==> src/rtl/wb_regfile.sv <==
// Writeback register file: one-entry commit stage feeding a 32 x XLEN array, two ID read ports and a debug port.
// Optional read bypass of in-flight writes is enabled with REGFILE_BYPASS_EN.
module wb_regfile #(
    parameter int unsigned XLEN = 64,
    parameter int unsigned NREG = 32
) (
    input  logic            clk,
    input  logic            rst_n,
    input  logic            wb_valid_i,
    input  logic            wb_we_i,
    input  logic [4:0]      wb_waddr_i,
    input  logic [XLEN-1:0] wb_wdata_i,
    input  logic            re1_i,
    input  logic [4:0]      raddr1_i,
    output logic [XLEN-1:0] rdata1_o,
    input  logic            re2_i,
    input  logic [4:0]      raddr2_i,
    output logic [XLEN-1:0] rdata2_o,
    input  logic [4:0]      dbg_raddr_i,
    output logic [XLEN-1:0] dbg_rdata_o,
    output logic            pend_o,
    output logic [63:0]     commit_cnt_o
);

    logic [XLEN-1:0] arr [NREG];
    logic            pend_v;
    logic [4:0]      pend_a;
    logic [XLEN-1:0] pend_d;
    logic [63:0]     commit_cnt;
    logic            accept;

    // x0 writes are dropped here, so pend_a is never 0 and arr[0] stays zero.
    assign accept = wb_valid_i & wb_we_i & (wb_waddr_i != '0);

    always_ff @(posedge clk) begin
        if (!rst_n) begin
            pend_v     <= 1'b0;
            pend_a     <= '0;
            pend_d     <= '0;
            commit_cnt <= '0;
            for (int unsigned i = 0; i < NREG; i++) begin
                arr[i] <= '0;
            end
        end else begin
            pend_v <= accept;
            if (accept) begin
                pend_a <= wb_waddr_i;
                pend_d <= wb_wdata_i;
            end
            if (pend_v) begin
                arr[pend_a] <= pend_d;
                commit_cnt  <= commit_cnt + 64'd1;
            end
        end
    end

    always_comb begin
        rdata1_o = '0;
        if (rst_n && re1_i && (raddr1_i != '0)) begin
`ifdef REGFILE_BYPASS_EN
            if (accept && (wb_waddr_i == raddr1_i)) begin
                rdata1_o = wb_wdata_i;
            end else if (pend_v && (pend_a == raddr1_i)) begin
                rdata1_o = pend_d;
            end else begin
                rdata1_o = arr[raddr1_i];
            end
`else
            rdata1_o = arr[raddr1_i];
`endif
        end
    end

    always_comb begin
        rdata2_o = '0;
        if (rst_n && re2_i && (raddr2_i != '0)) begin
`ifdef REGFILE_BYPASS_EN
            if (accept && (wb_waddr_i == raddr2_i)) begin
                rdata2_o = wb_wdata_i;
            end else if (pend_v && (pend_a == raddr2_i)) begin
                rdata2_o = pend_d;
            end else begin
                rdata2_o = arr[raddr2_i];
            end
`else
            rdata2_o = arr[raddr2_i];
`endif
        end
    end

    // Debug port shows committed array state only.
    always_comb begin
        dbg_rdata_o = '0;
        if (rst_n && (dbg_raddr_i != '0)) begin
            dbg_rdata_o = arr[dbg_raddr_i];
        end
    end

    assign pend_o       = pend_v;
    assign commit_cnt_o = commit_cnt;

endmodule

==> config.mk <==
export PLATFORM = sky130hd
export DESIGN_NAME = wb_regfile
export DESIGN_NICKNAME = d
export VERILOG_FILES = /design/src/rtl/wb_regfile.sv
export SDC_FILE = /design/constraint.sdc
export NUM_CORES = 2
export LEC_CHECK = 0
export CORE_ASPECT_RATIO = 2
export CORE_MARGIN = 2
export CORE_UTILIZATION = 35
export CTS_CLUSTER_SIZE = 24
export DETAILED_ROUTE_END_ITERATION = 16
export PLACE_DENSITY = 0.62
export SLEW_MARGIN = 25
export SYNTH_ARGS = -nofsm -noshare
export SYNTH_HDL_FRONTEND = slang
export SYNTH_SLANG_ARGS = --single-unit
==> constraint.sdc <==
create_clock -name clk -period 12.7 [get_ports clk]
set_input_delay 1.905 -clock clk [delete_from_list [all_inputs] [get_ports clk]]
set_output_delay 1.905 -clock clk [all_outputs]
set_load 0.01 [all_outputs]
The metal 1 layer:
The bar under the picture is 100 um long. Supply wires on this layer in gray.
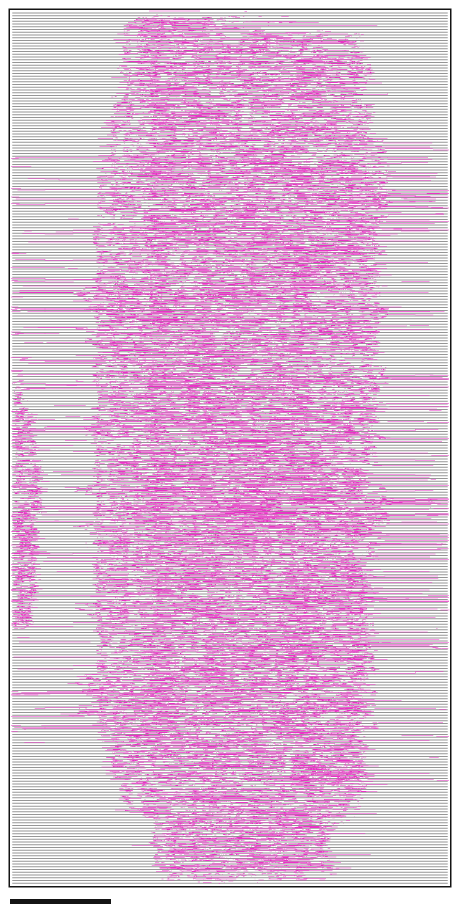
main direction = horizontal
share of all routed wire = 32%
nets with wire on the layer = 8,196
met1 track utilization from global routing: 31.3%
total wire length: 525 mm
overall via count from detail_route: 87.8k

Track usage over the die:
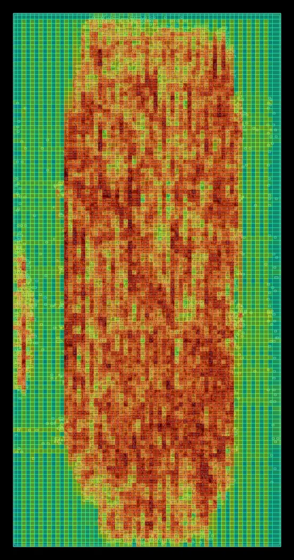
met2 GRT Util: 45.4%
overall fraction of global-route tracks in use: 27.6%

cells by family (layout without fill, tap and decap cells):
group	count (synthesis)	in the layout	share of synthesized area, %
compound gates	650	650	3.15
xor+xnor	27	27	0.182
fa+ha+maj	1	1	0.00964
mux	2161	2161	32.2
other cells	0	35	0
flops	2182	2182	49.5
buf+inv	957	957	2.96
simple gates	2608	2608	12.0
worst register-to-register path: cells and delay by family (launching register included):
| family | cells | cell delay (ns) |
|---|---|---|
| buffers and inverters | 2 | 1.32 |
| DFF | 1 | 0.60 |
| and+or+nand+nor | 3 | 2.13 |
flip-flops by register name, summed over array words and instances (netlist names):
name / count
pend_d: 64
commit_cnt_o: 64
pend_a: 5
pend_o: 1
arr: 2048
==> notes.md <==
Latest figures from synthesis and place and route.

At floorplan, the net count of the design was reported as 8,677. The post-route core utilization is 39.4%. The power per unit of standard cell area is 118 nW/um^2. The largest stage delay on the critical path is 0.85 ns. Once placement completed, the tool counted placed cells totaling 13.1k. The data arrival at the endpoint of the critical path is 6.34 ns. The final count of pins violating max slew is 0. The area taken by sequential standard cells is reported as 64,200 sq um. The synthesis report lists the Yosys warning total as 0. In this run the tool buffered the top-level ports with 346 buffer cells. The pre-placement core utilization is 35.1%. The area growth from synthesis to final layout is 12.1%. The via count of the first global-routing pass was 89.9k. For hold timing, the worst endpoint is pend_d[5]$_SDFFE_PN0P_. In the synthesized netlist the dominant register cell turns out to be sky130_fd_sc_hd__edfxtp_1.

Ranked by instance count, the synthesized netlist is headed by sky130_fd_sc_hd__and2_1 (2,054), sky130_fd_sc_hd__edfxtp_1 (2,048), sky130_fd_sc_hd__mux4_2 (1,613), sky130_fd_sc_hd__clkbuf_1 (699), sky130_fd_sc_hd__mux2i_1 (522). In this run the most critical hold path is launched from pend_d[5]$_SDFFE_PN0P_. The die is 435 um wide.

The count of cell instances traversed by the critical path is 8. The floorplan step defined a die boundary enclosing 376,000 sq um. The slack of the critical path is 4.45 ns.

The number of cell instances on the worst register-to-register path is 5. Together, buffers and inverters on the worst path number 3. The cell class ranked first by area is sequential cells. The routed length on met3 is 56.9 mm. The number of hold buffers added after CTS was 0.

The endpoint of the lowest-slack register-to-register path is arr[22][11]$_SDFFCE_PN0P_. The area fraction of the largest cell type after synthesis is 47.4%. The area taken by multi-input combinational cells is reported as 62,400 sq um.

At the end of the flow, the number of nets in the layout was 8,517. The placed instances occupy a cell area of 138,000 sq um. The maximum ir drop on the vdd rail is 115 uV.

The count of nets left with antenna violations once routing finished came out at 0. The sequential fraction of design power is 48.4%. The average wire length per cell after detail routing is 38.8 um. The number of H-tree levels is 4.

The die extent in y is 865 um. The first global-routing pass estimated 720 mm of wire. The post-route DRC violation count is 0. At the placement stage, the worst setup path has a slack of 4.54 ns. The clock-cell share of area is 4.74%.

The post-cts sizing count is 0. The number of standard-cell rows in the floorplan is 316. The most critical min-delay path falls under reg2reg.

In the detailed route, the total length drawn on met2 is 254 mm. For this run, combinational gates with multiple inputs come to 5,447. By instance count after routing, the leading logic cell types are sky130_fd_sc_hd__and2_1 (2,054), sky130_fd_sc_hd__edfxtp_1 (2,048), sky130_fd_sc_hd__mux4_2 (1,613). The count of plain and timing-repair buffers in the layout is 580.

The warning total across the stage logs is 45. The critical path is of the in2out type. The final worst-path cycle share is 64.9%. For this floorplan the total number of well-tap instances is 4,929. The placement summary gives the final routability congestion estimate as 0.863. Leaving out the clock tree, the finished layout contains an inverter count of 10. The post-synthesis async set-or-reset flop share is 0%. The hold-critical path depth is 2. The source-to-sink clock delay at the later pin of the worst-skew pair is 0.97 ns. The worst setup path is captured at an output pin. The area of the core is 370,000 sq um.

A synthesized cell averages 15.1 sq um. The flow reports power dissipated in sequential cells as 8.32 mW. The most critical setup path has its startpoint at raddr1_i[3].

The final number of setup-violating endpoints is 0. The most common library cell in the layout ignoring fill and taps is sky130_fd_sc_hd__and2_1. The standby leakage power is 50.9 nW. The number of antenna violations at the first check in global routing is 65. The final standard cell count with taps included and fillers excluded is 13.6k. The fraction of cell area in sequential cells is reported as 44.1%. Of all nets on the critical path, the largest fanout is 49.

The met3 routing resource usage after global routing is 5.89%. The count of unique library cells instantiated by Yosys is 54. Per the OpenROAD power report, switching power amounts to 4.46 mW.

The number of flip-flops and latches is 2,182. The cell family contributing the most delay on the critical path is simple AND/OR/NAND/NOR gates. TritonCTS built the clock tree. The clock root buffer is sky130_fd_sc_hd__clkbuf_16.

The final critical path time including I/O delays and setup is 8.25 ns. The number of clock buffers in the layout is 253. Counting flops and latches in the post-synthesis netlist gives 2,182. The flow ran to the end, and the final reports show no timing, DRC or antenna violations.
Power figures rest on the tool's default switching activity, not on a simulated workload.
